met1.png
Bar = 20 µm. Supply wires on this layer in gray.
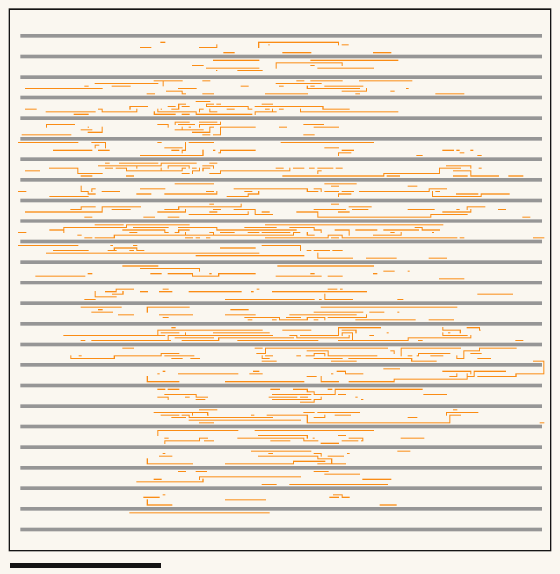
met2.png
Bar = 20 µm.
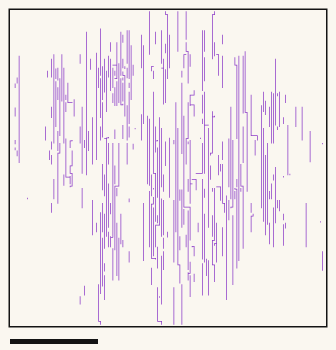
met3.png
Cells faint in the background.
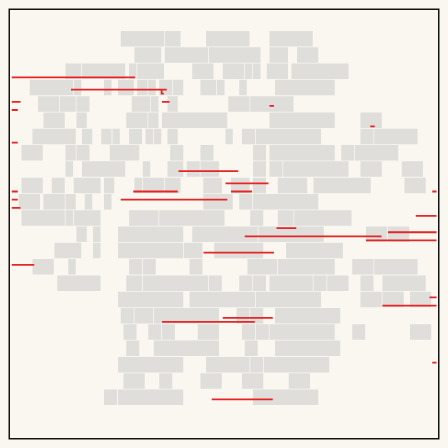
clock_map.png
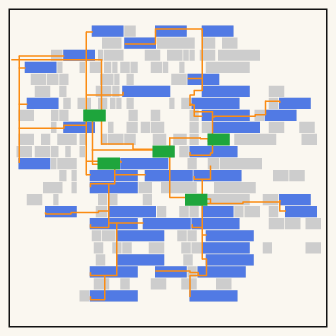
final_congestion.png
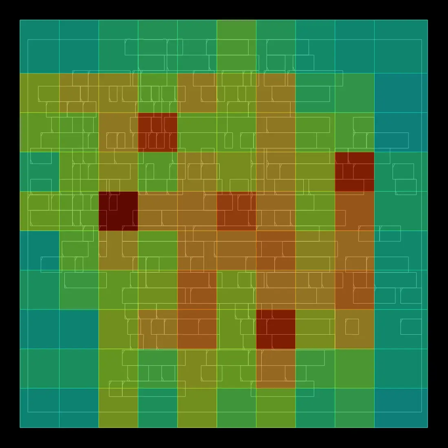
<file path="src/rtl/bnn_pkg.sv">
// Shared sizes, weight type, power-up weight image and FSM state type for the BNN weight streamer.
// GAP_CYCLES only takes effect in builds with BNN_STREAM_GAP_EN defined.
package bnn_pkg;

    localparam int NUM_NEURONS = 4;
    localparam int NUM_WEIGHTS = 6;
    localparam int PTR_W       = 2;
    localparam int CNT_W       = PTR_W + 1;
    localparam int GAP_CYCLES  = 1;

    typedef logic [NUM_WEIGHTS-1:0] weight_t;

    // Must match the receiver's own power-up weights so an unloaded receiver agrees with the table.
    localparam weight_t DEFAULT_IMAGE [NUM_NEURONS] = '{
        6'b111000,
        6'b000111,
        6'b001100,
        6'b110011
    };

    typedef enum logic [1:0] {
        S_IDLE   = 2'd0,
        S_STREAM = 2'd1,
        S_GAP    = 2'd2,
        S_DONE   = 2'd3
    } state_e;

    function automatic logic [PTR_W-1:0] ptr_next(input logic [PTR_W-1:0] p);
        return p + PTR_W'(1);
    endfunction

endpackage

</file>
<file path="src/rtl/bnn_weight_table.sv">
// Shadow table of NUM_NEURONS weight words: synchronous write, combinational read.
// Reset reloads the receiver's power-up image.
module bnn_weight_table
    import bnn_pkg::*;
(
    input  logic                   clk_i,
    input  logic                   reset_i,
    input  logic                   wr_en_i,
    input  logic [PTR_W-1:0]       wr_addr_i,
    input  logic [NUM_WEIGHTS-1:0] wr_data_i,
    input  logic [PTR_W-1:0]       rd_addr_i,
    output logic [NUM_WEIGHTS-1:0] rd_data_o
);

    weight_t mem_q [NUM_NEURONS];

    always_ff @(posedge clk_i) begin
        if (reset_i) begin
            for (int i = 0; i < NUM_NEURONS; i++) begin
                mem_q[i] <= DEFAULT_IMAGE[i];
            end
        end else if (wr_en_i) begin
            mem_q[wr_addr_i] <= wr_data_i;
        end
    end

    assign rd_data_o = mem_q[rd_addr_i];

endmodule

</file>
<file path="src/rtl/bnn_weight_streamer.sv">
// Emits one NUM_NEURONS-beat weight reload burst per accepted start, keeping ptr aligned with the receiver.
// Define BNN_STREAM_GAP_EN to insert GAP_CYCLES idle cycles between beats.
//
// state    | meaning
// S_IDLE   | table writable, waiting for start
// S_STREAM | one beat on the bus this cycle
// S_GAP    | idle spacing between beats (gap builds only)
// S_DONE   | one-cycle done pulse, bus idle
module bnn_weight_streamer
    import bnn_pkg::*;
(
    input  logic                   clk_i,
    input  logic                   reset_i,
    input  logic                   wr_en_i,
    input  logic [PTR_W-1:0]       wr_addr_i,
    input  logic [NUM_WEIGHTS-1:0] wr_data_i,
    input  logic                   start_i,
    output logic                   busy_o,
    output logic                   done_o,
    output logic                   load_en_o,
    output logic [NUM_WEIGHTS-1:0] weight_out_o,
    output logic [PTR_W-1:0]       ptr_o,
    output logic                   wr_drop_o
);

    state_e             state_q;
    logic [PTR_W-1:0]   ptr_q;
    logic [CNT_W-1:0]   beat_cnt_q;
    logic               busy_q;
    logic               done_q;
    logic               load_en_q;
    logic               wr_drop_q;
    weight_t            weight_q;

`ifdef BNN_STREAM_GAP_EN
    localparam int GAP_W    = (GAP_CYCLES > 1) ? $clog2(GAP_CYCLES) : 1;
    localparam int GAP_LOAD = (GAP_CYCLES > 0) ? GAP_CYCLES - 1 : 0;
    logic [GAP_W-1:0]   gap_cnt_q;
`endif

    logic               tbl_we;
    logic [PTR_W-1:0]   rd_addr_d;
    weight_t            rd_data;
    weight_t            beat_weight_d;
    logic               last_beat;

    assign tbl_we    = wr_en_i && (state_q == S_IDLE);
    assign last_beat = (beat_cnt_q == CNT_W'(NUM_NEURONS));

    bnn_weight_table u_table (
        .clk_i     (clk_i),
        .reset_i   (reset_i),
        .wr_en_i   (tbl_we),
        .wr_addr_i (wr_addr_i),
        .wr_data_i (wr_data_i),
        .rd_addr_i (rd_addr_d),
        .rd_data_o (rd_data)
    );

    // The next beat's word: while streaming it is the following neuron; a write landing on the
    // same edge as start is forwarded so the burst carries it.
    always_comb begin
        rd_addr_d = ptr_q;
        if (state_q == S_STREAM) begin
            rd_addr_d = ptr_next(ptr_q);
        end
        beat_weight_d = rd_data;
        if (tbl_we && (wr_addr_i == rd_addr_d)) begin
            beat_weight_d = wr_data_i;
        end
    end

    always_ff @(posedge clk_i) begin
        if (reset_i) begin
            state_q    <= S_IDLE;
            ptr_q      <= '0;
            beat_cnt_q <= '0;
            busy_q     <= 1'b0;
            done_q     <= 1'b0;
            load_en_q  <= 1'b0;
            weight_q   <= '0;
            wr_drop_q  <= 1'b0;
`ifdef BNN_STREAM_GAP_EN
            gap_cnt_q  <= '0;
`endif
        end else begin
            if (wr_en_i && (state_q != S_IDLE)) begin
                wr_drop_q <= 1'b1;
            end

            case (state_q)
                S_IDLE: begin
                    done_q <= 1'b0;
                    if (start_i) begin
                        state_q    <= S_STREAM;
                        beat_cnt_q <= CNT_W'(1);
                        busy_q     <= 1'b1;
                        load_en_q  <= 1'b1;
                        weight_q   <= beat_weight_d;
                        wr_drop_q  <= 1'b0;
                    end
                end

                S_STREAM: begin
                    ptr_q <= ptr_next(ptr_q);
                    if (last_beat) begin
                        state_q   <= S_DONE;
                        busy_q    <= 1'b0;
                        done_q    <= 1'b1;
                        load_en_q <= 1'b0;
                        weight_q  <= '0;
`ifdef BNN_STREAM_GAP_EN
                    end else if (GAP_CYCLES != 0) begin
                        state_q   <= S_GAP;
                        gap_cnt_q <= GAP_W'(GAP_LOAD);
                        load_en_q <= 1'b0;
                        weight_q  <= '0;
`endif
                    end else begin
                        beat_cnt_q <= beat_cnt_q + CNT_W'(1);
                        load_en_q  <= 1'b1;
                        weight_q   <= beat_weight_d;
                    end
                end

`ifdef BNN_STREAM_GAP_EN
                S_GAP: begin
                    if (gap_cnt_q == '0) begin
                        state_q    <= S_STREAM;
                        beat_cnt_q <= beat_cnt_q + CNT_W'(1);
                        load_en_q  <= 1'b1;
                        weight_q   <= beat_weight_d;
                    end else begin
                        gap_cnt_q <= gap_cnt_q - GAP_W'(1);
                    end
                end
`endif

                S_DONE: begin
                    state_q <= S_IDLE;
                    done_q  <= 1'b0;
                end

                default: begin
                    state_q <= S_IDLE;
                end
            endcase
        end
    end

    assign busy_o       = busy_q;
    assign done_o       = done_q;
    assign load_en_o    = load_en_q;
    assign weight_out_o = weight_q;
    assign ptr_o        = ptr_q;
    assign wr_drop_o    = wr_drop_q;

endmodule

</file>
<file path="config.mk">
export PLATFORM = sky130hd
export DESIGN_NAME = bnn_weight_streamer
export DESIGN_NICKNAME = d
export VERILOG_FILES = /design/src/rtl/bnn_pkg.sv /design/src/rtl/bnn_weight_table.sv /design/src/rtl/bnn_weight_streamer.sv
export SDC_FILE = /design/constraint.sdc
export NUM_CORES = 1
export LEC_CHECK = 0
export ABC_CLOCK_PERIOD_IN_PS = 5470
export CAP_MARGIN = 20
export CORE_UTILIZATION = 40
export CTS_BUF_LIST = sky130_fd_sc_hd__clkbuf_4 sky130_fd_sc_hd__clkbuf_8 sky130_fd_sc_hd__clkbuf_16
export DETAILED_ROUTE_END_ITERATION = 8
export PLACE_DENSITY = 0.67
export SLEW_MARGIN = 5
export SYNTH_ARGS = -nofsm -noshare
export SYNTH_HDL_FRONTEND = slang
export SYNTH_SLANG_ARGS = --single-unit
</file>
<file path="constraint.sdc">
create_clock -name clk_i -period 5.47 [get_ports clk_i]
set_input_delay 1.3675 -clock clk_i [delete_from_list [all_inputs] [get_ports clk_i]]
set_output_delay 1.3675 -clock clk_i [all_outputs]
set_load 0.05 [all_outputs]
</file>
==> impl_metrics.env <==
# physical design summary
export IMPL_status="finished clean"
export IMPL_drtPass1Iterations=4
export IMPL_path_max_fanout=26
export IMPL_drive_gt1_frac=0.0838
export IMPL_chipArea_um2=5100
export IMPL_yosysUniqueCellTypes=38
export IMPL_comb_cells=103
export IMPL_grt_pass1_vias=1316
export IMPL_post_synth_top_area_fraction=0.374
export IMPL_ff_type="edfxtp_1"
export IMPL_maxCapViolCount=0
export IMPL_ys_seq_frac=0.550
export IMPL_fa_ha_area_frac=0.0324
export IMPL_taps=52
export IMPL_clock_cell_area_share=0.0383
export IMPL_crit_type="input port to register"
export IMPL_xor_share=0.0357
export IMPL_comb_area_um2=830
export IMPL_post_cts_resized=0
export IMPL_setup_viol=0
export IMPL_fillers=416
export IMPL_hold_start="wr_drop_o"
export IMPL_period_needed_ns=3.45
export IMPL_mux_share=0.0798
export IMPL_pre_cts_slack_ns=1.68
export IMPL_regToRegStartpoint="state_q[1]"
export IMPL_cp_data_arrival_time_ns=3.44
export IMPL_end_kind="register"
export IMPL_grt_antenna_before_repair=0
export IMPL_topCombFamilyByArea="simple AND/OR/NAND/NOR gates"
export IMPL_coreArea_um2=4500
export IMPL_yosys_top_cells_count="24 x edfxtp_1, 17 x dfxtp_1, 15 x and2_1, 12 x nor2_1"
export IMPL_max_vdd_ir_drop_uv=294
export IMPL_endpoint="u_table.mem_q[2][2]"
export IMPL_relSlewSlack=0.432
export IMPL_buffer_area_frac=0.101
export IMPL_largest_class="sequential cells"
export IMPL_met2_length_um=2080
export IMPL_warning_count=29
export IMPL_hold_worst_slack_ns=0.494
export IMPL_holdPathEnd="wr_drop_o"
export IMPL_clockBufferCount=7
export IMPL_via_per_inst=5.61
export IMPL_seq_share=0.464
export IMPL_synth_top_cell_by_count="edfxtp_1"
export IMPL_flop_area_um2=1060
export IMPL_rsz0062_at_grt="false"
export IMPL_met2_usage=0.299
export IMPL_yosysChipArea_um2=1930
export IMPL_hold_viol=0
export IMPL_placementRows=24
export IMPL_leakage_nw=0.818
export IMPL_fmax_mhz=289
export IMPL_cts_tree="yes"
export IMPL_htree_levels=2
export IMPL_synthesis_area_um2=1930
export IMPL_ctsHoldBuffers=0
export IMPL_synth_nets=169
export IMPL_syn_avg_cell_area_um2=12.7
export IMPL_power_density_nw_per_um2=492
export IMPL_lay_top_cells="24 x edfxtp_1, 23 x clkdlybuf4s50_1, 17 x dfxtp_1, 15 x and2_1, 12 x nor2_1"
export IMPL_cp_slowest_cell="nor4b_1"
export IMPL_io_buffers=23
export IMPL_critPathMaxStageDelay_ns=0.90
export IMPL_r2r_end="weight_out_o[4]"
export IMPL_areaGrowthSynthToFinish_pct=18.7
export IMPL_drcViolationCount=0
export IMPL_synth_async_reset_ratio=0
export IMPL_fp_util=0.428
export IMPL_finalClockPeriodUsage=0.632
export IMPL_top_layer_used="met4"
export IMPL_post_cts_buffers=0
export IMPL_dpl_hpwl_um=3110
export IMPL_nets=195
export IMPL_wl_met3_um=194
export IMPL_edf_count=24
About met1.png:
wire length on this layer: 1800 µm
main direction: horizontal
Vias: 1295
Routed WL: 4180 µm
met1 GRT Util: 0.221

About met2.png:
wire length on this layer: 2080 µm
nets with wire on the layer: 171

About met3.png:
share of all routed wire: 4.7%
wire length on this layer: 194 µm
met3 Usage GRT: 0.0436

About clock_map.png:
legend:
  green:
    item: cells driving clock nets
    count: 5
  blue:
    item: flip-flops
    count: 41
  orange:
    item: clock wires
    length: 471 µm
routed clock nets: 6
clock skew after layout: 0.00320 ns
Clk Latency, worst-skew pair: 0.28 ns

About final_congestion.png:
most crowded layer after global routing: met2
DR WL/cell: 18.1 µm
Final Util: 0.508
gr usage total: 0.178

## worst max-delay path: cells and delay by family
kind	cells	cell delay (ns)
buf+inv	1	0.84
simple gates	2	1.22
## registers in the layout, summed over array words and instances (netlist names)
signal	cells
u_table.mem_q	24
weight_out_o	6
beat_cnt_q	3
ptr_o	2
state_q	2
busy_o	1
done_o	1
load_en_o	1
wr_drop_o	1
## per-stage QoR
step | instances | cell area [µm²]
final | 231 | 2290
after detailed placement | 223 | 2200
after floorplan | 152 | 1930
after global routing | 231 | 2290
after global placement | 223 | 2200
after CTS | 231 | 2290
## report_power, final
group	leakage, nW	switching, mW	total [mW]	internal, mW
registers	0.353	0.0318	0.412	0.380
logic	0.419	0.290	0.520	0.230
clock network	0.0467	0.0950	0.194	0.0988
total	0.818	0.417	1.13	0.709
No activity file was given, so power comes from the tool's default toggle rates.
